**config.mk**
```make
export PLATFORM = sky130hd
export DESIGN_NAME = imem_port_arbiter_flat
export DESIGN_NICKNAME = d
export VERILOG_FILES = /design/src/rtl/imem_port_arbiter_if.sv /design/src/rtl/imem_port_arbiter.sv /design/src/flat_wrapper.sv
export SDC_FILE = /design/constraint.sdc
export NUM_CORES = 1
export LEC_CHECK = 0
export ABC_CLOCK_PERIOD_IN_PS = 5120
export CAP_MARGIN = 10
export CORE_AREA = 2 2 80 82
export CTS_CLUSTER_SIZE = 12
export DETAILED_ROUTE_END_ITERATION = 8
export DIE_AREA = 0 0 82 84
export MAX_ROUTING_LAYER = met4
export PLACE_DENSITY_LB_ADDON = 0.25
export SYNTH_ARGS = -nofsm -noshare
export SYNTH_HDL_FRONTEND = slang
export SYNTH_SLANG_ARGS = --single-unit
```
**constraint.sdc**
```tcl
create_clock -name clk -period 5.12 [get_ports clk]
set_input_delay 1.024 -clock clk [delete_from_list [all_inputs] [get_ports clk]]
set_output_delay 1.024 -clock clk [all_outputs]
set_load 0.02 [all_outputs]
```
**src/rtl/imem_port_arbiter_if.sv**
```systemverilog
// Bundle of the fetch, loader and memory-side signals of the instruction
// memory port arbiter. The slave modport is the arbiter view; the master
// modport is the requester/memory environment view.
interface imem_port_arbiter_if #(
  parameter int unsigned ADDR_WIDTH = 11,
  parameter int unsigned DATA_WIDTH = 32
);
  // Fetch path (read only)
  logic                  fe_req;
  logic [ADDR_WIDTH-1:0] fe_addr;
  logic                  fe_gnt;
  logic [DATA_WIDTH-1:0] fe_rdata;
  logic                  fe_rvalid;
  // Loader / debug path
  logic                  ld_req;
  logic                  ld_we;
  logic [ADDR_WIDTH-1:0] ld_addr;
  logic [DATA_WIDTH-1:0] ld_wdata;
  logic                  ld_gnt;
  logic [DATA_WIDTH-1:0] ld_rdata;
  logic                  ld_rvalid;
  logic                  ld_start;
  logic                  ld_done;
  logic                  run;
  // Memory macro side
  logic                  mem_rd;
  logic                  mem_wr;
  logic [ADDR_WIDTH-1:0] mem_addr;
  logic [DATA_WIDTH-1:0] mem_wr_data;
  logic [DATA_WIDTH-1:0] mem_rd_data;

  modport slave (
    input  fe_req, fe_addr,
    output fe_gnt, fe_rdata, fe_rvalid,
    input  ld_req, ld_we, ld_addr, ld_wdata, ld_start, ld_done,
    output ld_gnt, ld_rdata, ld_rvalid, run,
    output mem_rd, mem_wr, mem_addr, mem_wr_data,
    input  mem_rd_data
  );

  modport master (
    output fe_req, fe_addr,
    input  fe_gnt, fe_rdata, fe_rvalid,
    output ld_req, ld_we, ld_addr, ld_wdata, ld_start, ld_done,
    input  ld_gnt, ld_rdata, ld_rvalid, run,
    input  mem_rd, mem_wr, mem_addr, mem_wr_data,
    output mem_rd_data
  );
endinterface

```
**src/rtl/imem_port_arbiter.sv**
```systemverilog
// Shares the single-port instruction memory between the fetch path and the
// program loader. LOAD: loader only. RUN: loader has priority, but fetch is
// forced to win after MAX_WAIT consecutive losses. One access per cycle,
// read data returned with latency 1 to the registered owner.
module imem_port_arbiter #(
  parameter int unsigned ADDR_WIDTH = 11,
  parameter int unsigned DATA_WIDTH = 32,
  parameter int unsigned MAX_WAIT   = 4
) (
  input  logic               clk,
  input  logic               rst_n,
  imem_port_arbiter_if.slave bus
);

  typedef enum logic {
    S_LOAD = 1'b0,
    S_RUN  = 1'b1
  } state_t;

  localparam logic [7:0] WAIT_MAX = 8'(MAX_WAIT);

  state_t     state_q, state_d;
  logic [7:0] wait_q, wait_d;
  logic       run_q;
  logic       fe_rv_q, fe_rv_d;
  logic       ld_rv_q, ld_rv_d;
  logic       fe_gnt, ld_gnt;

  // Per-cycle grant decision from requests, state and registered wait count
  always_comb begin
    fe_gnt = 1'b0;
    ld_gnt = 1'b0;
    if (state_q == S_LOAD) begin
      ld_gnt = bus.ld_req;
    end else if (bus.fe_req && (!bus.ld_req || wait_q == WAIT_MAX)) begin
      fe_gnt = 1'b1;
    end else if (bus.ld_req) begin
      ld_gnt = 1'b1;
    end
  end

  // Drive the memory macro from whichever requester holds the grant
  always_comb begin
    bus.mem_rd      = 1'b0;
    bus.mem_wr      = 1'b0;
    bus.mem_addr    = '0;
    bus.mem_wr_data = '0;
    if (fe_gnt) begin
      bus.mem_rd   = 1'b1;
      bus.mem_addr = bus.fe_addr;
    end else if (ld_gnt) begin
      bus.mem_addr = bus.ld_addr;
      if (bus.ld_we) begin
        bus.mem_wr      = 1'b1;
        bus.mem_wr_data = bus.ld_wdata;
      end else begin
        bus.mem_rd = 1'b1;
      end
    end
  end

  // Next-state: mode transitions, starvation counter and read-owner tags
  always_comb begin
    state_d = state_q;
    wait_d  = '0;
    unique case (state_q)
      S_LOAD: if (bus.ld_done) state_d = S_RUN;
      S_RUN: begin
        if (bus.ld_start) begin
          state_d = S_LOAD;
        end else if (bus.fe_req && !fe_gnt) begin
          // At WAIT_MAX a pending fetch always wins, so this cannot overflow
          wait_d = wait_q + 8'd1;
        end
      end
      default: state_d = S_LOAD;
    endcase
    fe_rv_d = fe_gnt;
    ld_rv_d = ld_gnt && !bus.ld_we;
  end

  // State and registered outputs; reset discards any in-flight read
  always_ff @(posedge clk) begin
    if (!rst_n) begin
      state_q <= S_LOAD;
      wait_q  <= '0;
      run_q   <= 1'b0;
      fe_rv_q <= 1'b0;
      ld_rv_q <= 1'b0;
    end else begin
      state_q <= state_d;
      wait_q  <= wait_d;
      run_q   <= (state_d == S_RUN);
      fe_rv_q <= fe_rv_d;
      ld_rv_q <= ld_rv_d;
    end
  end

  // Output assignment; read data steered to the owner tagged at grant time
  always_comb begin
    bus.fe_gnt    = fe_gnt;
    bus.ld_gnt    = ld_gnt;
    bus.run       = run_q;
    bus.fe_rvalid = fe_rv_q;
    bus.ld_rvalid = ld_rv_q;
    bus.fe_rdata  = fe_rv_q ? bus.mem_rd_data : '0;
    bus.ld_rdata  = ld_rv_q ? bus.mem_rd_data : '0;
  end

endmodule

```
**src/flat_wrapper.sv**
```systemverilog
// flat-port wrapper written by rule: the top's interface ports become plain ports
module imem_port_arbiter_flat 
#(
  parameter int unsigned ADDR_WIDTH = 11,
  parameter int unsigned DATA_WIDTH = 32,
  parameter int unsigned MAX_WAIT   = 4
)
  (clk, rst_n, bus_fe_req, bus_fe_addr, bus_fe_gnt, bus_fe_rdata, bus_fe_rvalid, bus_ld_req, bus_ld_we, bus_ld_addr, bus_ld_wdata, bus_ld_start, bus_ld_done, bus_ld_gnt, bus_ld_rdata, bus_ld_rvalid, bus_run, bus_mem_rd, bus_mem_wr, bus_mem_addr, bus_mem_wr_data, bus_mem_rd_data);
  imem_port_arbiter_if #(.ADDR_WIDTH(ADDR_WIDTH), .DATA_WIDTH(DATA_WIDTH)) bus_i ();
  input  logic clk;
  input  logic rst_n;
  input wire logic [$bits(bus_i.fe_req)-1:0] bus_fe_req;
  input wire logic [$bits(bus_i.fe_addr)-1:0] bus_fe_addr;
  output wire logic [$bits(bus_i.fe_gnt)-1:0] bus_fe_gnt;
  output wire logic [$bits(bus_i.fe_rdata)-1:0] bus_fe_rdata;
  output wire logic [$bits(bus_i.fe_rvalid)-1:0] bus_fe_rvalid;
  input wire logic [$bits(bus_i.ld_req)-1:0] bus_ld_req;
  input wire logic [$bits(bus_i.ld_we)-1:0] bus_ld_we;
  input wire logic [$bits(bus_i.ld_addr)-1:0] bus_ld_addr;
  input wire logic [$bits(bus_i.ld_wdata)-1:0] bus_ld_wdata;
  input wire logic [$bits(bus_i.ld_start)-1:0] bus_ld_start;
  input wire logic [$bits(bus_i.ld_done)-1:0] bus_ld_done;
  output wire logic [$bits(bus_i.ld_gnt)-1:0] bus_ld_gnt;
  output wire logic [$bits(bus_i.ld_rdata)-1:0] bus_ld_rdata;
  output wire logic [$bits(bus_i.ld_rvalid)-1:0] bus_ld_rvalid;
  output wire logic [$bits(bus_i.run)-1:0] bus_run;
  output wire logic [$bits(bus_i.mem_rd)-1:0] bus_mem_rd;
  output wire logic [$bits(bus_i.mem_wr)-1:0] bus_mem_wr;
  output wire logic [$bits(bus_i.mem_addr)-1:0] bus_mem_addr;
  output wire logic [$bits(bus_i.mem_wr_data)-1:0] bus_mem_wr_data;
  input wire logic [$bits(bus_i.mem_rd_data)-1:0] bus_mem_rd_data;
  assign bus_i.fe_req = bus_fe_req;
  assign bus_i.fe_addr = bus_fe_addr;
  assign bus_fe_gnt = bus_i.fe_gnt;
  assign bus_fe_rdata = bus_i.fe_rdata;
  assign bus_fe_rvalid = bus_i.fe_rvalid;
  assign bus_i.ld_req = bus_ld_req;
  assign bus_i.ld_we = bus_ld_we;
  assign bus_i.ld_addr = bus_ld_addr;
  assign bus_i.ld_wdata = bus_ld_wdata;
  assign bus_i.ld_start = bus_ld_start;
  assign bus_i.ld_done = bus_ld_done;
  assign bus_ld_gnt = bus_i.ld_gnt;
  assign bus_ld_rdata = bus_i.ld_rdata;
  assign bus_ld_rvalid = bus_i.ld_rvalid;
  assign bus_run = bus_i.run;
  assign bus_mem_rd = bus_i.mem_rd;
  assign bus_mem_wr = bus_i.mem_wr;
  assign bus_mem_addr = bus_i.mem_addr;
  assign bus_mem_wr_data = bus_i.mem_wr_data;
  assign bus_i.mem_rd_data = bus_mem_rd_data;
  imem_port_arbiter #(.ADDR_WIDTH(ADDR_WIDTH), .DATA_WIDTH(DATA_WIDTH), .MAX_WAIT(MAX_WAIT)) u_core (.clk(clk), .rst_n(rst_n), .bus(bus_i));
endmodule
```
**Run 1: signal metal coverage by tile**

16 x 17 tiles, from dark blue (low) to red (high), scaled to the fullest tile. Values are wire area over tile area, all layers added.
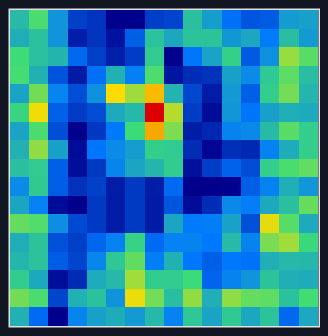
The fullest tile reaches 0.46. 15% of the tiles are over half the peak. 3.7% of the tiles are nearly empty. The mean over all tiles is 0.15.
detail-routed net length per standard cell: 13.40 µm
vias post-DR: 1,962

**Run 1: cell density map**

Bar = 20 µm. 8 x 8 tiles, from dark blue (low) to red (high), 0 to 100% covered.
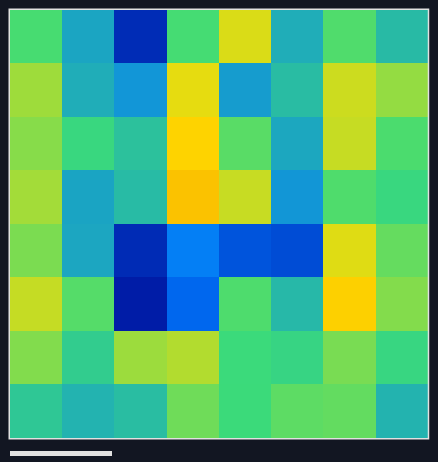
The mean over all tiles is 49%. The fullest tile reaches 78%. 4.7% of the tiles are over 75% full.
fp_density: 0.2153
final core occ: 0.5638
Std-Cell Core Area: 6096 µm²

==> flow_summary.json, run 1 <==
{
  "outcome": "completed",
  "syn_nets": 272,
  "grt_antenna_before_repair": 0,
  "highest-signal-layer": "met4",
  "layout.cells.most_common": "sky130_fd_sc_hd__clkdlybuf4s50_1",
  "drt_pass1_iterations": 4,
  "fin_ws_ns": 1.106,
  "final_antenna_net_count": 0,
  "min_period_over_period": 0.7840,
  "synth_stat.cells": 177,
  "grt_most_used_layer": "met2",
  "power_frac_seq": 0.243,
  "timing.critical_path.max_delay_family": "buffers and inverters",
  "mux_share": 0.007626,
  "power_of_the_sequential_group_w": 0.0000907,
  "finalMaxSlewViolations": 0,
  "yosysWarnings": 0,
  "yosys-dominant-comb-family": "simple AND/OR/NAND/NOR gates",
  "cts-buffers-inserted": 3,
  "maxCapViolations": 0,
  "grt_pass1_vias": 1885,
  "track_usage": 0.1681,
  "cts.reportedPaths.clkPinSlew_ns": 0.05,
  "cts_tree": "yes",
  "met3_length_um": 708,
  "netlist_area_um2": 1313,
  "clock_path_buffers": 2,
  "worst_path_max_delay_cell": "sky130_fd_sc_hd__clkdlybuf4s50_1",
  "power_top_consumer": "combinational logic",
  "crit_arrival_ns": 2.99,
  "path_max_fanout": 14,
  "power.share.combinational": 0.523,
  "totalWireLength_mm": 6.042,
  "dp_worst_setup_slack_ns": 1.126,
  "avgViaCountPerCell": 4.350,
  "areaGrowthSynthToFinish_pct": 161.9,
  "global_route_met3_utilization": 0.04545,
  "stdcell_area_um2": 3437,
  "clockRootBuffer": "sky130_fd_sc_hd__clkbuf_8",
  "grt_max_degree": 34,
  "combGateArea_um2": 989.7,
  "synth-area-yosys_um2": 1313,
  "p_comb_w": 0.000195,
  "ctsHtreeMaxLevel": 1,
  "synth-compound-area-share": 0.1497,
  "worstMarginPinSlew_ns": 0.8239,
  "finish.net_count": 470,
  "chipHeight_um": 84,
  "layout.area.seq_um2": 220.2,
  "placement_rows": 29,
  "hold_path_class": "flop to flop",
  "synth-seq-cells": 11,
  "placedInstanceArea_um2": 3391,
  "clock.fmax_mhz": 249.1,
  "hold_viol": 0,
  "synth-edff-count": 0,
  "detailroute.wirelength.met2_mm": 3.259,
  "gp_congestion": 0.7311,
  "ir_worst_vdd_mv": 0.1073,
  "mean_instance_size_in_the_synthesized_netlist_um2": 7.415,
  "power.switching_w": 0.0001102,
  "final_worst_hold_slack_ns": 0.4976,
  "chip_area_um2": 6888,
  "unrepaired_setup_endpoints_after_global_routing": "no",
  "timing.critical_path.cells": "clkdlybuf4s50_1, o31a_1, a32o_1, clkdlybuf4s50_1",
  "ios": 207,
  "antenna-diode-count": 0,
  "setup_viol_count_final": 0,
  "power-per-cell-area_nw_per_um2": 108.4,
  "path_class": "input pin to output port",
  "syn_inst": 177,
  "max_slew_headroom": 0.4500,
  "post_cts_resize_count": 0,
  "critical_path.startpoint_type": "input pin"
}
**Run 1: clock wires, drivers and flops**

Bar = 20 µm.
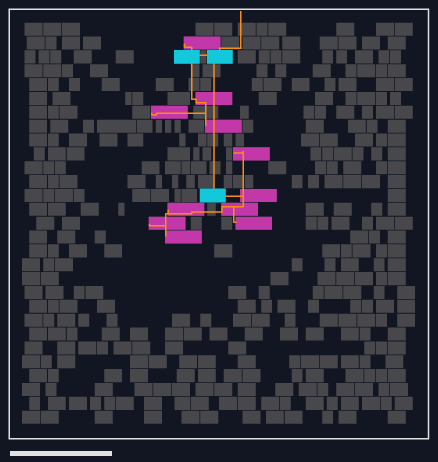
Key: cyan = clock drivers [count 3]; orange = clock wires [length 135 µm]; magenta = flip-flops [count 11]
Position of the flops: center. There are 4 routed clock nets.
Clk. pwr: 0.0000869 W
maximum clock skew at final layout: 0.003847 ns
Latency at later pin: 0.24 ns
power share of the clock group: 0.233

-- run 1: path summary, 6_finish.rpt --
| path | endpoint | cells after the start | startpoint |
|---|---|---|---|
| worst min-delay path | u_core.wait_q[0]$_SDFF_PP0_ | 1 | u_core.wait_q[0]$_SDFF_PP0_ |
| worst min register to register | u_core.wait_q[0]$_SDFF_PP0_ | 1 | u_core.wait_q[0]$_SDFF_PP0_ |
| worst max register to register | u_core.bus.ld_rvalid$_SDFF_PN0_ | 5 | u_core.wait_q[0]$_SDFF_PP0_ |
| worst max-delay path | bus_mem_addr[5] | 4 | bus_ld_req |
-- run 1: worst register-to-register path, cell delays in order, from the launching register on --
cell                      delay, ns
sky130_fd_sc_hd__dfxtp_1       0.35
sky130_fd_sc_hd__inv_1         0.08
sky130_fd_sc_hd__ha_1          0.13
sky130_fd_sc_hd__or4b_4        0.49
sky130_fd_sc_hd__o31a_1        0.50
sky130_fd_sc_hd__and3_1        0.28
-- run 1: cell type report --
class                           instances  area share
Tap cell                               77     0.02803
Clock inverter                          1    0.001456
Multi-Input combinational cell        147      0.2880
Clock buffer                            3     0.01201
Timing Repair Buffer                  206      0.5999
Sequential cell                        11     0.06407
Inverter                                6    0.006553
-- run 1: flip-flops by register name, indices dropped and copies added, names as in the netlist --
| name | count |
|---|---|
| u_core.wait_q | 8 |
| u_core.state_q | 1 |
| u_core.bus.ld_rvalid | 1 |
| u_core.bus.fe_rvalid | 1 |
-- run 1: synthesized netlist by cell type, types with 2 or more instances --
cell type / instances / share of area
sky130_fd_sc_hd__a21oi_1: 3 / 0.011
sky130_fd_sc_hd__a32o_1: 11 / 0.084
sky130_fd_sc_hd__and2_1: 99 / 0.47
sky130_fd_sc_hd__and3_1: 2 / 0.0095
sky130_fd_sc_hd__buf_6: 4 / 0.034
sky130_fd_sc_hd__clkbuf_1: 8 / 0.023
sky130_fd_sc_hd__dfxtp_1: 11 / 0.17
sky130_fd_sc_hd__ha_1: 2 / 0.019
sky130_fd_sc_hd__inv_1: 6 / 0.017
sky130_fd_sc_hd__nand2_1: 2 / 0.0057
sky130_fd_sc_hd__nand3_1: 4 / 0.015
sky130_fd_sc_hd__nor2_1: 5 / 0.014
sky130_fd_sc_hd__o21ai_0: 3 / 0.011
sky130_fd_sc_hd__or3_1: 3 / 0.014
sky130_fd_sc_hd__xor2_1: 2 / 0.013
-- run 1: cells by family (layout without fill, tap and decap cells) --
family | Yosys count | in the layout
compound gates | 22 | 22
xor+xnor | 3 | 3
fa+ha+maj | 2 | 2
buf+inv | 19 | 216
flops | 11 | 11
mux | 1 | 1
simple gates | 119 | 119
-- run 1: metrics by stage --
step | total power [W] | util | std cells
3_3_place_gp | 0.0002871 | 0.5562 | 447
2_1_floorplan | 0.0001613 | - | 177
4_1_cts | 0.0003760 | 0.5638 | 451
3_5_place_dp | 0.0002890 | 0.5562 | 447
6_report | 0.0003725 | 0.5638 | 451
5_1_grt | 0.0003927 | 0.5638 | 451
**Run 1: placed cells, one color a class**

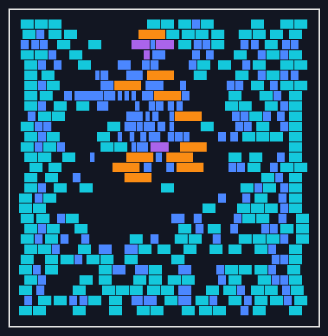

==> run 2: changes to the inputs <==
--- a/config.mk
+++ b/config.mk
@@ -5,12 +5,12 @@
 export SDC_FILE = /design/constraint.sdc
 export NUM_CORES = 1
 export LEC_CHECK = 0
-export ABC_CLOCK_PERIOD_IN_PS = 5120
+export ABC_CLOCK_PERIOD_IN_PS = 4200
 export CAP_MARGIN = 10
-export CORE_AREA = 2 2 80 82
+export CORE_MARGIN = 2
+export CORE_UTILIZATION = 23
 export CTS_CLUSTER_SIZE = 12
 export DETAILED_ROUTE_END_ITERATION = 8
-export DIE_AREA = 0 0 82 84
 export MAX_ROUTING_LAYER = met4
 export PLACE_DENSITY_LB_ADDON = 0.25
 export SYNTH_ARGS = -nofsm -noshare
==> constraint.sdc (replaced) <==
create_clock -name clk -period 4.2 [get_ports clk]
set_input_delay 0.84 -clock clk [delete_from_list [all_inputs] [get_ports clk]]
set_output_delay 0.84 -clock clk [all_outputs]
set_load 0.02 [all_outputs]
**Run 2: placed cells, one color a class**

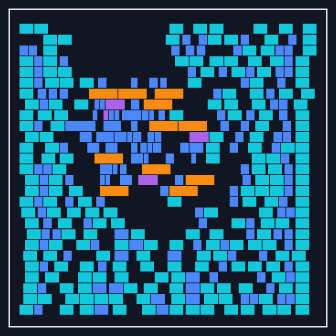
Key: cyan = other buffers and delay cells [cells 206, share of their area 62%]; orange = flops [cells 11, share of their area 6.6%]; purple = clock drivers and dummy loads [cells 4, share of their area 1.3%]; blue = combinational and other logic [cells 153, share of their area 30%]
Std-Cell Core Area: 5507 µm²
Rows: 27
Seq/total area: 0.06421

**Run 2: signal metal coverage by tile**

16 x 16 tiles, from dark blue (low) to red (high), scaled to the fullest tile. Values are wire area over tile area, all layers added.
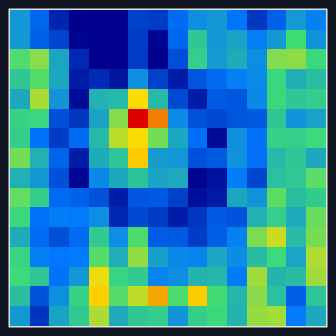
4.7% of the tiles are nearly empty. The densest ninth of the die: lower right. 16% of the tiles are over half the peak. The mean over all tiles is 0.16.
detail-routed net length per standard cell: 13.96 µm
all-layer global routing usage: 0.1890
vias post-DR: 1,977
sum of routed wire length over all layers: 6.225 mm

**Run 2: clock wires, drivers and flops**

Bar = 20 µm.
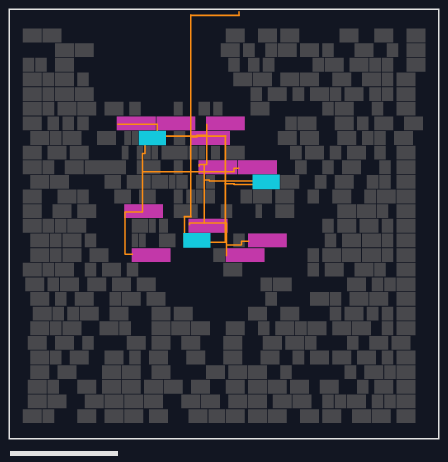
Key: cyan = clock drivers [count 3]; magenta = flip-flops [count 11]; orange = clock wires [length 210 µm]
There are 4 routed clock nets.
Clk. pwr: 0.000109 W
power share of the clock group: 0.239

==> flow_summary.json, run 2 <==
{
  "worstSetupStartpoint": "bus_ld_req",
  "max_slew_headroom": 0.4512,
  "design_power_total_w": 0.0004573,
  "outcome": "completed",
  "clock_path_buffers": 2,
  "timing.critical_path.cells": "clkdlybuf4s50_1, o31a_1, a32o_1, clkdlybuf4s50_1",
  "antenna-diode-count": 0,
  "finish.net_count": 470,
  "synth-area-yosys_um2": 1313,
  "hold_viol": 0,
  "global_route_met3_utilization": 0.04525,
  "path_class": "input pin to output port",
  "grt_util_met2": 0.3529,
  "path_max_fanout": 14,
  "drt_pass1_iterations": 4,
  "cts-buffers-inserted": 3,
  "chipHeight_um": 79.54,
  "fin_ws_ns": 0.5839,
  "cts.reportedPaths.clkPinSlew_ns": 0.05,
  "mean_instance_size_in_the_synthesized_netlist_um2": 7.415,
  "cts_tree": "yes",
  "final.min_clock_period_ns": 3.616,
  "netlist_area_um2": 1313,
  "setup_viol_count_final": 0,
  "finalMaxSlewViolations": 0,
  "drt_iter0_markers": 45,
  "final_antenna_net_count": 0,
  "ir_worst_vdd_mv": 0.08743,
  "ctsHtreeMaxLevel": 1,
  "gp_congestion": 0.8426,
  "ys_top_cells_by_area": "sky130_fd_sc_hd__and2_1 (47%), sky130_fd_sc_hd__dfxtp_1 (17%), sky130_fd_sc_hd__a32o_1 (8.4%)",
  "final_core_util": 0.6228,
  "crit_arrival_ns": 2.78,
  "critical_path.startpoint_type": "input pin",
  "min_period_over_period": 0.8610,
  "ios": 207,
  "grt_max_degree": 34,
  "areaGrowthSynthToFinish_pct": 161.3,
  "clockRootBuffer": "sky130_fd_sc_hd__clkbuf_8",
  "worstHoldStart": "u_core.wait_q[5]$_SDFF_PP0_",
  "final_worst_hold_slack_ns": 0.4996,
  "yosysWarnings": 0,
  "die.size.x_um": 79.54,
  "unrepaired_setup_endpoints_after_global_routing": "no",
  "grt_pass1_vias": 1888,
  "postCtsSetupBuffers": 0,
  "holdBufCountCts": 0,
  "worstReg2RegStart": "u_core.wait_q[0]$_SDFF_PP0_",
  "dp_worst_setup_slack_ns": 0.6180,
  "synth-seq-cells": 11,
  "syn_inst": 177,
  "floorplanUtilization": 0.2384,
  "leading_cell_type_by_number_of_instances_after_synthesis": "sky130_fd_sc_hd__and2_1",
  "maxCapViolations": 0,
  "maximum_clock_skew_at_final_layout_ns": 0.002083,
  "grt_antenna_before_repair": 0,
  "worst_path_max_delay_cell": "sky130_fd_sc_hd__clkdlybuf4s50_1",
  "power-per-cell-area_nw_per_um2": 133.3,
  "avgViaCountPerCell": 4.433,
  "layout.cells.most_common": "sky130_fd_sc_hd__clkdlybuf4s50_1",
  "post-synth-top-area-cell": "sky130_fd_sc_hd__and2_1",
  "synth-edff-count": 0,
  "clk-insertion-delay-late_ns": 0.24,
  "wire_length_of_the_first_global_routing_pass_mm": 9.190,
  "netlist.area_leader.share": 0.4719,
  "register_with_the_most_flip_flops": "u_core.wait_q",
  "post_cts_resize_count": 0,
  "ys_top_cells_by_count": "sky130_fd_sc_hd__and2_1 (99), sky130_fd_sc_hd__a32o_1 (11), sky130_fd_sc_hd__dfxtp_1 (11)",
  "static-leakage-power_nw": 1.272,
  "grt_most_used_layer": "met2",
  "chip_area_um2": 6327,
  "worstMarginPinSlew_ns": 0.8221,
  "syn_nets": 272,
  "yosys.stat.seqShare": 0.1678,
  "crit_path_max_incr_delay_ns": 0.61,
  "synth_stat.cells": 177,
  "setup.worst_path.end_class": "output port",
  "clock.fmax_mhz": 276.5,
  "timing.critical_path.mode_cell": "sky130_fd_sc_hd__clkdlybuf4s50_1",
  "largest_reg_flops": 8,
  "hold_path_class": "flop to flop",
  "ys_dominant_reg_cell": "sky130_fd_sc_hd__dfxtp_1"
}
-- run 2: cell counts after synthesis --
No cell type changed its count.
-- run 2: worst paths after layout --
path,cells past startpoint,to,slack [ns]
hold / removal,2,u_core.wait_q[5]$_SDFF_PP0_,0.50
hold reg to reg,2,u_core.wait_q[5]$_SDFF_PP0_,0.50
setup / recovery,4,bus_mem_addr[7],0.58
setup reg to reg,5,u_core.bus.ld_rvalid$_SDFF_PN0_,2.27
-- run 2: per-layer routing --
| metal | up-vias | share of wire |
|---|---|---|
| met5 | - | 0 |
| met4 | 0 | 0.027 |
| met3 | 15 | 0.094 |
| met2 | 137 | 0.51 |
| met1 | 850 | 0.37 |
| li1 | 975 | - |
-- run 2: kinds of logic after synthesis --
kind of cell / after synthesis / synth area share
buf+inv: 19 / 0.07816
fa+ha+maj: 2 / 0.01906
xor+xnor: 3 / 0.02002
compound gates: 22 / 0.1497
mux: 1 / 0.007627
simple gates: 119 / 0.5577
flops: 11 / 0.1678
-- run 2: power by group --
group,internal [W],total (W),switching [W]
clock,0.0000669,0.000109,0.0000425
sequential,0.000106,0.000111,0.00000481
combinational,0.000149,0.000237,0.0000886
-- run 2: worst max-delay path, delay by kind of cell --
family	cells	cell delay [ns]
AOI/OAI and AO/OA	2	0.77
buffers and inverters	2	1.16
-- run 2: layout make-up --
class	count	area (µm²)	share of cell area
clock buffer	4	45.04	0.01313
inverter	6	22.52	0.006567
multi-input combinational	147	989.7	0.2886
sequential	11	220.2	0.06421
tap	72	90.09	0.02627
timing repair buffer	206	2062	0.6012
-- run 2: through the flow --
| stage | std cells | area (µm²) |
|---|---|---|
| floorplan | 177 | 1313 |
| global placement | 442 | 3385 |
| detailed placement | 442 | 3385 |
| CTS | 446 | 3430 |
| global route | 446 | 3430 |
| finish | 446 | 3430 |
Power figures rest on the tool's default switching activity, not on a simulated workload.
